$ cat src/rtl/fixed_point_adder.sv
// rtl/fixed_point_adder.sv - saturating sign-magnitude fixed-point adder, 1-cycle latency
// Define FIXED_POINT_ADD_STICKY_OVF_EN to make ovf sticky until rst.
module fixed_point_adder #(
  parameter int BITSIZE = 20
) (
  input  logic               clk,
  input  logic               rst,
  input  logic               in_valid,
  input  logic [BITSIZE-1:0] A,
  input  logic [BITSIZE-1:0] B,
  output logic               out_valid,
  output logic [BITSIZE-1:0] C,
  output logic               ovf
);

  localparam int M = BITSIZE - 1;

  logic [M-1:0]       a_mag, b_mag, res_mag;
  logic               a_sgn, b_sgn, res_sgn;
  logic [BITSIZE-1:0] mag_sum;
  logic               sat;

  logic [BITSIZE-1:0] c_d, c_q;
  logic               out_valid_d, out_valid_q;
  logic               ovf_d, ovf_q;

  always_comb begin
    a_mag   = A[M-1:0];
    b_mag   = B[M-1:0];
    // A zero magnitude is +0 regardless of its sign bit.
    a_sgn   = A[M] & (|a_mag);
    b_sgn   = B[M] & (|b_mag);
    mag_sum = {1'b0, a_mag} + {1'b0, b_mag};
    sat     = 1'b0;
    res_mag = '0;
    res_sgn = 1'b0;
    if (a_sgn == b_sgn) begin
      res_sgn = a_sgn;
      if (mag_sum[M]) begin
        res_mag = '1;
        sat     = 1'b1;
      end else begin
        res_mag = mag_sum[M-1:0];
      end
    end else if (a_mag >= b_mag) begin
      res_mag = a_mag - b_mag;
      res_sgn = a_sgn;
    end else begin
      res_mag = b_mag - a_mag;
      res_sgn = b_sgn;
    end
  end

  always_comb begin
    c_d         = c_q;
    out_valid_d = in_valid;
    if (in_valid) begin
      c_d = {res_sgn & (|res_mag), res_mag};
    end
`ifdef FIXED_POINT_ADD_STICKY_OVF_EN
    ovf_d = ovf_q | (in_valid & sat);
`else
    ovf_d = in_valid ? sat : ovf_q;
`endif
  end

  always_ff @(posedge clk) begin
    if (rst) begin
      c_q         <= '0;
      out_valid_q <= 1'b0;
      ovf_q       <= 1'b0;
    end else begin
      c_q         <= c_d;
      out_valid_q <= out_valid_d;
      ovf_q       <= ovf_d;
    end
  end

  assign C         = c_q;
  assign out_valid = out_valid_q;
  assign ovf       = ovf_q;

endmodule

$ cat config.mk
export PLATFORM = sky130hd
export DESIGN_NAME = fixed_point_adder
export DESIGN_NICKNAME = d
export VERILOG_FILES = /design/src/rtl/fixed_point_adder.sv
export SDC_FILE = /design/constraint.sdc
export NUM_CORES = 1
export LEC_CHECK = 0
export ABC_CLOCK_PERIOD_IN_PS = 8900
export CAP_MARGIN = 20
export CORE_MARGIN = 3
export CORE_UTILIZATION = 50
export DETAILED_ROUTE_END_ITERATION = 6
export PLACE_DENSITY = 0.83
export SKIP_CTS_REPAIR_TIMING = 1
export SLEW_MARGIN = 20
export SYNTH_ARGS = -nofsm -noshare
export SYNTH_HDL_FRONTEND = slang
export SYNTH_SLANG_ARGS = --single-unit
export TNS_END_PERCENT = 50
$ cat constraint.sdc
create_clock -name clk -period 8.9 [get_ports clk]
set_clock_uncertainty 0.1 [all_clocks]
set_input_delay 0.89 -clock clk [delete_from_list [all_inputs] [get_ports clk]]
set_output_delay 0.89 -clock clk [all_outputs]
set_load 0.005 [all_outputs]
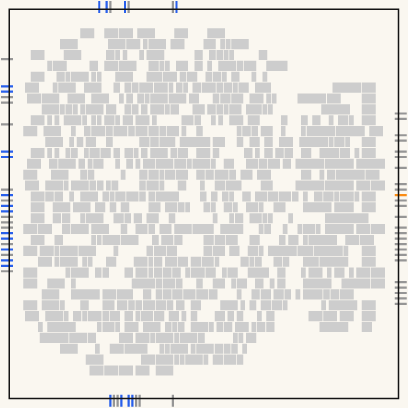
Fig. 1. I/O pins on the die edge.
Scale: 4 px per µm. Pins as bars across the die edge, other pins in gray.
[blue] `A` | pins: 20 | direction: input | edge: 12 left, 4 top, 4 bottom
[orange] `ovf` | pins: 1 | direction: output | edge: right
all pins by edge: 25 right, 24 left, 9 bottom, 7 top
PortBufs: 64
Die X-Extent: 96.9 µm

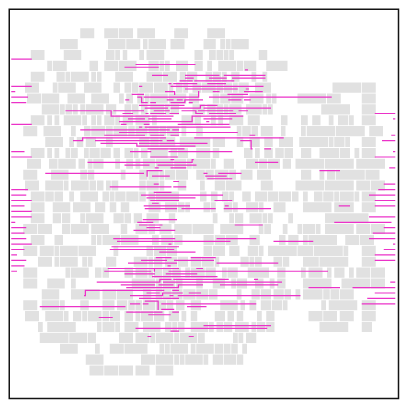
Fig. 2. Signal wires on met3.
Scale: 4 px per µm.
share of all routed wire: 12%
main direction: horizontal
longest straight run: 39.6 µm
nets with wire on the layer: 168

==> results.py <==
# Flow results
metrics = {
    "status": {
        "status": "completed",
    },
    "synthesis": {
        "async_flop_share_pct": 0,
        "synth_area_per_cell_um2": 7.40,
        "synthesis.nets": 661,
        "synth-adder-area-share_pct": 18.4,
        "ys_seq_share_pct": 10.7,
        "ys_sh_simple_pct": 21.1,
        "syn_inst": 559,
        "yosys.area_share.xor_xnor_pct": 1.06,
        "mux_share_pct": 4.15,
        "edf_count": 0,
        "ys_cells": 559,
        "syn_area_um2": 4130,
        "ys_chip_area_um2": 4130,
        "ys_warn_count": 0,
        "ys.flops": 22,
        "synth-main-ff-cell": "dfxtp_1",
        "ys_sh_aoi_pct": 34.7,
        "top_logic_kind": "AND-OR/OR-AND gates",
        "synth.distinct_cells": 88,
    },
    "final_timing": {
        "fin_crit_sh_pct": 55.2,
        "max-slew-margin-rel_pct": 55.1,
        "fmax_mhz": 203,
        "rsz0062_at_grt": "false",
        "hold_viol": 0,
        "drv_slew": 0,
        "setup_violations": 0,
        "worst_pin_slew_ns": 0.656,
        "fin_setup_tns_ns": 0,
        "finalCriticalPeriod_ns": 4.91,
    },
    "place": {
        "dpl-instance-area_um2": 4760,
        "place.gp.congestion": 1.06,
        "dp_hpwl_um": 10800,
    },
    "power_and_ir_drop": {
        "p_leak_nw": 2.11,
        "vdd_drop_max_mv": 0.0518,
        "power_density_nw_per_um2": 111,
    },
    "die": {
        "core_area_um2": 7890,
        "fp-utilization_pct": 52.4,
        "ios": 65,
        "chipArea_um2": 9400,
        "placementRows": 32,
    },
    "run": {
        "drv_cap": 0,
        "warning_count": 63,
    },
    "detailed_routing": {
        "drt-total-wl_um": 13400,
        "drtAntennaViolNets": 0,
        "num_vias": 4739,
        "drt_iter0_drc": 654,
        "wl_per_cell_um": 19.1,
        "vias_per_cell": 6.75,
        "drc_errors": 0,
        "drt-pass1-iter-count": 6,
    },
    "clock_tree": {
        "cts_made_buffers": 3,
        "clk_pin_slew_worst_paths_ns": 0.08,
        "cts_tree": "built",
        "h-tree-depth": 1,
        "cts-root-buf": "clkbuf_8",
        "clockBufferDepth": 2,
    },
    "final_layout": {
        "final_area_um2": 4840,
        "fillers": 739,
        "final_layout_size_suffix_gt1_share_pct": 6.50,
        "antennaDiodeCount": 0,
        "final_net_count": 703,
        "syn_to_final_growth_pct": 17.0,
    },
    "worst_setup_path": {
        "rr_worst_depth": 6,
        "path_buffers": 2,
        "regToRegSetupSlack_ns": 7.59,
        "max_stage_delay_ns": 0.60,
        "cpMostUsedCell": "a21oi_1",
        "r2r-start": "C[19]",
        "crit_required_ns": 8.94,
        "worstSetupStartpointType": "primary input",
        "crit_type": "primary input to register",
        "path_max_fanout": 13,
        "worst_setup_path_end_kind": "register",
        "crit_chain": "clkdlybuf4s50_1 > inv_1 > ha_1 > a21oi_1 > a21oi_1 > o31a_1 > o21ai_4 > nand2_2 > or3_1 > a31o_1 > a221oi_2 > nand4_1 > nor4_1 > a31oi_1",
        "cp.arrival_ns": 4.96,
        "r2r_end": "C[19]",
        "cpMaxStageDelayCell": "clkdlybuf4s50_1",
        "crit_family": "AND-OR/OR-AND gates",
    },
    "grt": {
        "grt_use_total_pct": 27.3,
        "grt_overflow": 0,
        "antenna_found_initial": 0,
        "grt_pass1_vias": 4479,
        "grt_max_degree": 37,
        "grt_pass1_wl_um": 21800,
    },
    "hold_path": {
        "holdPathEnd": "C[5]",
        "hp-class": "register to register",
        "min_from": "C[5]",
        "hold_depth": 2,
    },
}
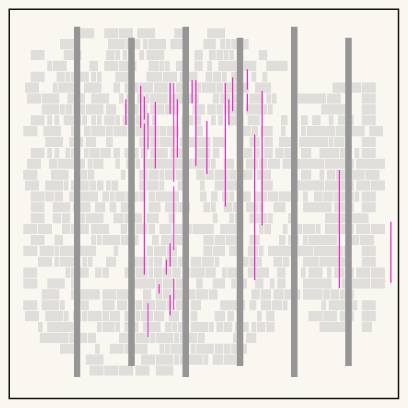
Fig. 3. Signal wires on met4.
Scale: 4 px per µm. Supply wires on this layer in gray.
longest straight run: 37.4 µm
main direction: vertical
nets with wire on the layer: 26

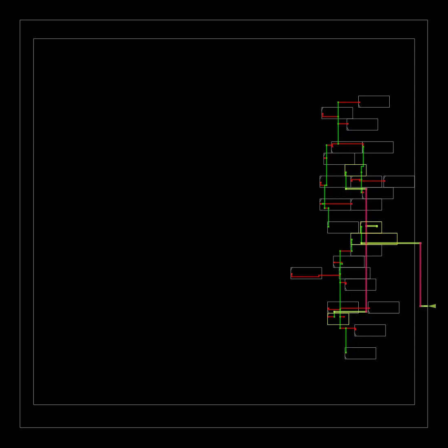
Fig. 4. Clock wiring as the flow saved it.
Late-Pin Clk Latency: 0.26 ns
Clock Buffer Count: 3
clock sink count: 22
Seq Cell Count: 22

cells in the mapped netlist, types with 4 or more instances:
master | instances | area, µm²
o211ai_1 | 7 | 52.6
inv_1 | 65 | 244
nor4_1 | 11 | 68.8
xnor2_1 | 4 | 35.0
nor2b_1 | 7 | 43.8
o21ai_0 | 19 | 95.1
nand3_1 | 6 | 30.0
o21a_1 | 4 | 30.0
a2bb2oi_1 | 4 | 35.0
buf_2 | 11 | 55.1
buf_4 | 5 | 37.5
a221oi_1 | 4 | 35.0
a211o_1 | 4 | 35.0
nand4_1 | 13 | 81.3
ha_1 | 56 | 701
o31ai_1 | 5 | 37.5
a21oi_1 | 48 | 240
o21bai_1 | 5 | 37.5
nor3_1 | 11 | 55.1
nand2_1 | 28 | 105
nand2b_1 | 7 | 43.8
o2111ai_1 | 4 | 35.0
clkbuf_1 | 11 | 41.3
a21o_1 | 10 | 75.1
nor2_1 | 49 | 184
a211oi_1 | 17 | 128
or3_1 | 5 | 31.3
mux2i_1 | 16 | 160
o221a_2 | 4 | 45.0
a31oi_1 | 9 | 56.3
dfxtp_1 | 22 | 440
cells in the final DEF, fill, tap and decap left out, types with 4 or more instances in the layout:
master           count
inv_1               65
clkdlybuf4s50_1     64
ha_1                56
nor2_1              49
a21oi_1             48
nand2_1             28
dfxtp_1             22
o21ai_0             19
a211oi_1            17
mux2i_1             16
nand4_1             13
nor3_1              11
nor4_1              11
a21o_1              10
a31oi_1              9
nor2b_1              7
nand2b_1             7
o211ai_1             7
nand3_1              6
o31ai_1              5
or3_1                5
o21bai_1             5
a211o_1              4
xnor2_1              4
o21a_1               4
a2bb2oi_1            4
o2111ai_1            4
o221a_2              4
a221oi_1             4
final cells by class:
cell class	count	area, µm²	area share (%)
Timing Repair Buffer	67	663	13.7
Multi-Input combinational cell	441	3290	67.9
Inverter	66	248	5.12
Tap cell	102	128	2.64
Sequential cell	22	440	9.11
Clock buffer	3	41.3	0.854
Clock inverter	1	30.0	0.621
power breakdown:
group / switching, mW / internal, mW / total [mW]
Sequential: 0.00591 / 0.109 / 0.115
Combinational: 0.196 / 0.135 / 0.331
Clock: 0.0312 / 0.0601 / 0.0913
Total: 0.233 / 0.304 / 0.537
flip-flops by register name (all words and copies together) (netlist names):
register and flops:
C 20, ovf 1, out_valid 1
worst max path at each step:
stage / startpoint / endpoint / cells after the start
6_report: A[2] / C[19] / 14
4_1_cts: A[2] / C[19] / 14
5_1_grt: A[14] / C[19] / 14
3_3_place_gp: A[2] / C[19] / 14
3_5_place_dp: A[2] / C[19] / 14
2_1_floorplan: A[4] / C[19] / 14
layer usage:
layer | wire [µm] | share of wire, % | GRT usage (%)
met1 | 5520 | 41 | 37.7
met2 | 5850 | 44 | 43.2
met3 | 1660 | 12 | 5.26
met4 | 384 | 2.9 | 7.88
met5 | 0 | 0 | 0
per-stage QoR:
step	std cells	hold WS [ns]	util (%)	total power, mW	setup WS [ns]
floorplan	559	0.367	-	0.329	5.24
global placement	698	0.364	60.4	0.427	3.86
detailed placement	698	0.374	60.4	0.434	3.81
CTS	702	0.387	61.3	0.526	4.08
global route	702	0.406	61.3	0.567	3.82
finish	702	0.384	61.3	0.537	3.99
No activity file was given, so power comes from the tool's default toggle rates.
